<file path="config.mk">
export PLATFORM = sky130hd
export DESIGN_NAME = i2c_line_filter
export DESIGN_NICKNAME = d
export VERILOG_FILES = /design/src/rtl/i2c_line_filter.sv
export SDC_FILE = /design/constraint.sdc
export NUM_CORES = 1
export LEC_CHECK = 0
export CAP_MARGIN = 20
export CORE_ASPECT_RATIO = 0.6
export CORE_UTILIZATION = 50
export DETAILED_ROUTE_END_ITERATION = 8
export PLACE_DENSITY_LB_ADDON = 0.12
export SLEW_MARGIN = 20
export SYNTH_ARGS = -nofsm -noshare
export SYNTH_HDL_FRONTEND = slang
export SYNTH_SLANG_ARGS = --single-unit
</file>
<file path="constraint.sdc">
create_clock -name clk -period 2.5 [get_ports clk]
set_input_delay 0.5 -clock clk [delete_from_list [all_inputs] [get_ports clk]]
set_output_delay 0.5 -clock clk [all_outputs]
set_load 0.01 [all_outputs]
</file>
<file path="src/rtl/i2c_line_filter.sv">
// Multi-channel run-length glitch filter for slow open-drain pads (I2C SCL/SDA),
// with rise/fall strobes, START/STOP detection on channels 0/1 and a bus-busy flag.
module i2c_line_filter #(
  parameter int                     CHANNELS    = 2,
  parameter int                     MAX_LEN     = 1023,
  parameter int                     SYNC_STAGES = 2,
  parameter logic [CHANNELS-1:0]    RESET_VAL   = {CHANNELS{1'b1}},
  parameter bit                     I2C_COND    = 1'b1
) (
  input  logic                           clk,
  input  logic                           rst_n,
  input  logic [CHANNELS-1:0]            inp,
  input  logic [$clog2(MAX_LEN+1)-1:0]   cfg_len,
  output logic [CHANNELS-1:0]            out,
  output logic [CHANNELS-1:0]            rise,
  output logic [CHANNELS-1:0]            fall,
  output logic                           start_det,
  output logic                           stop_det,
  output logic                           busy
);

  localparam int LW = $clog2(MAX_LEN+1);

  logic [CHANNELS-1:0] sync_q [SYNC_STAGES];
  logic [CHANNELS-1:0] s;
  logic [LW-1:0]       thr;
  logic [LW-1:0]       cnt     [CHANNELS];
  logic [LW-1:0]       nxt_cnt [CHANNELS];
  logic [CHANNELS-1:0] nxt_out;
  logic [CHANNELS-1:0] nxt_rise;
  logic [CHANNELS-1:0] nxt_fall;

  always_ff @(posedge clk or negedge rst_n) begin
    if (!rst_n) begin
      for (int k = 0; k < SYNC_STAGES; k++) sync_q[k] <= RESET_VAL;
    end else begin
      sync_q[0] <= inp;
      for (int k = 1; k < SYNC_STAGES; k++) sync_q[k] <= sync_q[k-1];
    end
  end

  assign s = sync_q[SYNC_STAGES-1];

  // A zero length still needs one differing sample; oversized lengths clamp.
  always_comb begin
    if (cfg_len == '0)
      thr = LW'(1);
    else if (int'(cfg_len) > MAX_LEN)
      thr = LW'(MAX_LEN);
    else
      thr = cfg_len;
  end

  always_comb begin
    nxt_out  = out;
    nxt_rise = '0;
    nxt_fall = '0;
    for (int i = 0; i < CHANNELS; i++) begin
      nxt_cnt[i] = '0;
      if (s[i] != out[i]) begin
        if (({1'b0, cnt[i]} + (LW+1)'(1)) >= {1'b0, thr}) begin
          nxt_out[i]  = ~out[i];
          nxt_rise[i] = s[i];
          nxt_fall[i] = ~s[i];
        end else if (cnt[i] != '1) begin
          nxt_cnt[i] = cnt[i] + LW'(1);
        end else begin
          nxt_cnt[i] = cnt[i];
        end
      end
    end
  end

  always_ff @(posedge clk or negedge rst_n) begin
    if (!rst_n) begin
      out  <= RESET_VAL;
      rise <= '0;
      fall <= '0;
      for (int i = 0; i < CHANNELS; i++) cnt[i] <= '0;
    end else begin
      out  <= nxt_out;
      rise <= nxt_rise;
      fall <= nxt_fall;
      for (int i = 0; i < CHANNELS; i++) cnt[i] <= nxt_cnt[i];
    end
  end

  generate
    if (I2C_COND) begin : g_cond
      // SCL must be high both before and after the SDA edge for a valid condition.
      always_ff @(posedge clk or negedge rst_n) begin
        if (!rst_n) begin
          start_det <= 1'b0;
          stop_det  <= 1'b0;
          busy      <= 1'b0;
        end else begin
          start_det <= nxt_fall[1] & out[0] & nxt_out[0];
          stop_det  <= nxt_rise[1] & out[0] & nxt_out[0];
          if (start_det)
            busy <= 1'b1;
          else if (stop_det)
            busy <= 1'b0;
        end
      end
    end else begin : g_nocond
      assign start_det = 1'b0;
      assign stop_det  = 1'b0;
      assign busy      = 1'b0;
    end
  endgenerate

endmodule

</file>
power_grid.png
Scale: 6 px per um. Pins as bars on the die edge.
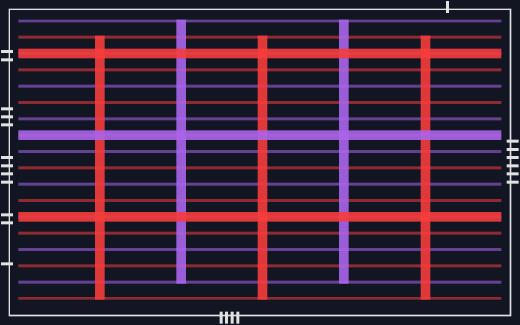
Red is VSS. Purple is VDD.
3 straps on met5. 23 signal pins sit on the boundary.
area of the core: 3720 sq um
Worst VDD drop: 305 uV
Die Height: 50.8 um
die extent in x: 83.3 um

layer_met2.png
Scale: 6 px per um.
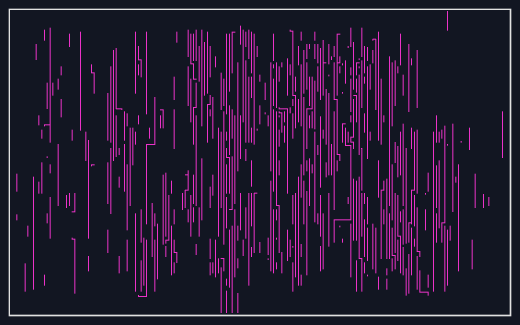
253 nets have wire on it. The longest straight run is 26.5 um. The layer holds 46% of the routed length.

==> flow_metrics.tcl <==
# implementation run metrics
set metrics [dict create \
    postSynth.asyncResetShare 1.00 \
    cts-hold-fix-buffers 0 \
    compound_area_frac 0.116 \
    adder_share 0.139 \
    worst_pin_slew_ns 0.508 \
    ys.flop_type "dfrtp_1" \
    synth-edff-count 0 \
    antenna_found_initial 0 \
    status "finished clean" \
    synth_cell_type_count 39 \
    cts_sinks 33 \
    drt-total-wl_mm 5.06 \
    viasPerCell 5.66 \
    cts_buffer_depth 2 \
    crit_start "cnt[11]" \
    drc 0 \
    leakagePower_uw 0.00148 \
    postSynthSeqShare 0.420 \
    criticalPathCategory "reg -> reg" \
    final.setup.tns_ns 0 \
]
clocks.png
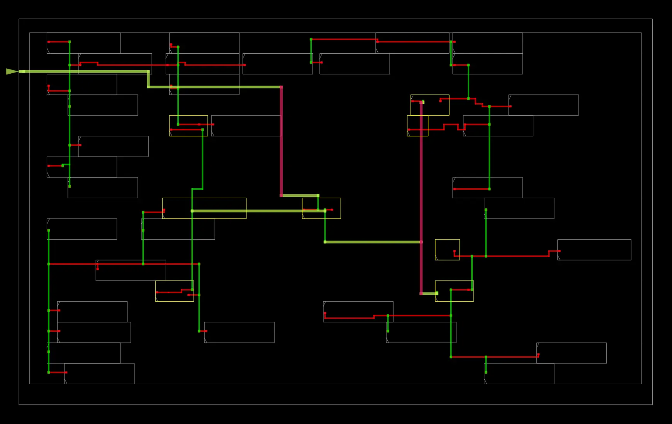
flip-flop and latch count: 33
skew final: 0.00368 ns
worst skew pair latency: 0.29 ns

## area by class of cell
| type | count | area [sq um] |
|---|---|---|
| sequential | 33 | 836 |
| clock inverter | 3 | 46.3 |
| inverter | 19 | 71.3 |
| multi-input combinational | 141 | 1300 |
| timing repair buffer | 47 | 409 |
| clock buffer | 5 | 68.8 |
| fill | 240 | 933 |
| tap | 47 | 58.8 |
## critical path, cell delays in order (launching register included)
cell     delay, ns
dfrtp_1       0.40
ha_4          0.16
and4_4        0.24
and4_4        0.23
xor2_2        0.15
ha_1          0.26
a21o_1        0.18
a21oi_2       0.16
and2_4        0.19
o21ai_4       0.08
mux2_4        0.30
## per-layer routing
metal,part of all wire,global-route usage
met1,0.45,0.335
met2,0.46,0.369
met3,0.078,0.0609
met4,0.010,0.109
met5,0,0
## cells in the final DEF, fill, tap and decap left out, drive strengths merged, types with 2 or more instances in the layout
master | synthesis | final
o211ai | 1 | 2
dfstp | 6 | 6
mux2 | 2 | 2
o21ai | 4 | 4
mux2i | 2 | 2
and4 | 4 | 4
clkdlybuf4s50 | 0 | 12
xnor2 | 6 | 6
and2 | 2 | 2
nand4 | 4 | 4
and3 | 5 | 5
dfrtp | 27 | 27
xor2 | 13 | 13
clkdlybuf4s15 | 0 | 2
a21o | 5 | 6
nor2 | 13 | 13
a31oi | 3 | 3
nand2b | 2 | 2
nor3b | 3 | 3
nand2 | 7 | 7
a211oi | 5 | 5
dlygate4sd2 | 0 | 2
nor3 | 2 | 2
a21oi | 13 | 13
clkbuf | 0 | 7
nand3b | 3 | 3
dlymetal6s2s | 0 | 4
inv | 19 | 19
nand3 | 9 | 9
buf | 1 | 25
ha | 22 | 22
nor2b | 4 | 4
## worst min-delay path by stage
stage | start | endpoint | slack (ns) | depth (start not counted)
final | sync_q[3] | s[1] | 0.36 | 0
after global routing | sync_q[2] | s[0] | 0.36 | 0
after CTS | sync_q[2] | s[0] | 0.36 | 0
after detailed placement | sync_q[3] | s[1] | 0.35 | 0
after global placement | sync_q[2] | s[0] | 0.35 | 0
after floorplan | rst_n | busy | 0.20 | 0
## registers in the layout, indices dropped and copies added, names as in the netlist
register	cells
stop_det	1
out	2
sync_q	2
s	2
cnt	20
start_det	1
rise	2
fall	2
busy	1
## metrics by stage
step | instances | worst slack [ns] | util | hold slack [ns]
floorplan | 192 | 0.00515 | - | 0.204
global placement | 275 | -0.482 | 0.637 | 0.348
detailed placement | 275 | -0.564 | 0.637 | 0.347
CTS | 287 | 0.00200 | 0.709 | 0.359
global route | 295 | -0.0162 | 0.749 | 0.360
finish | 295 | 0.0561 | 0.749 | 0.359
## power breakdown
group	internal, uW	switching [uW]	total (uW)	leakage (uW)
Combinational	221	230	451	0.000996
Clock	298	209	507	0.0000543
Sequential	577	41.4	618	0.000427
Total	1100	481	1580	0.00148
## logic make-up after synthesis
logic type,after synthesis
muxes,4
buffers and inverters,20
AOI/OAI and AO/OA,34
xor gates and xnor gates,19
DFF,33
and+or+nand+nor,60
adders and majority gates,22
## repair_timing
item,in CTS,in global routing
cloned,2,0
pin swaps,11,16
gates resized,32,29
setup buffers,2,8
endpoints found under the hold margin,0,0
endpoints found under the setup margin,26,28
Power figures rest on the tool's default switching activity, not on a simulated workload.
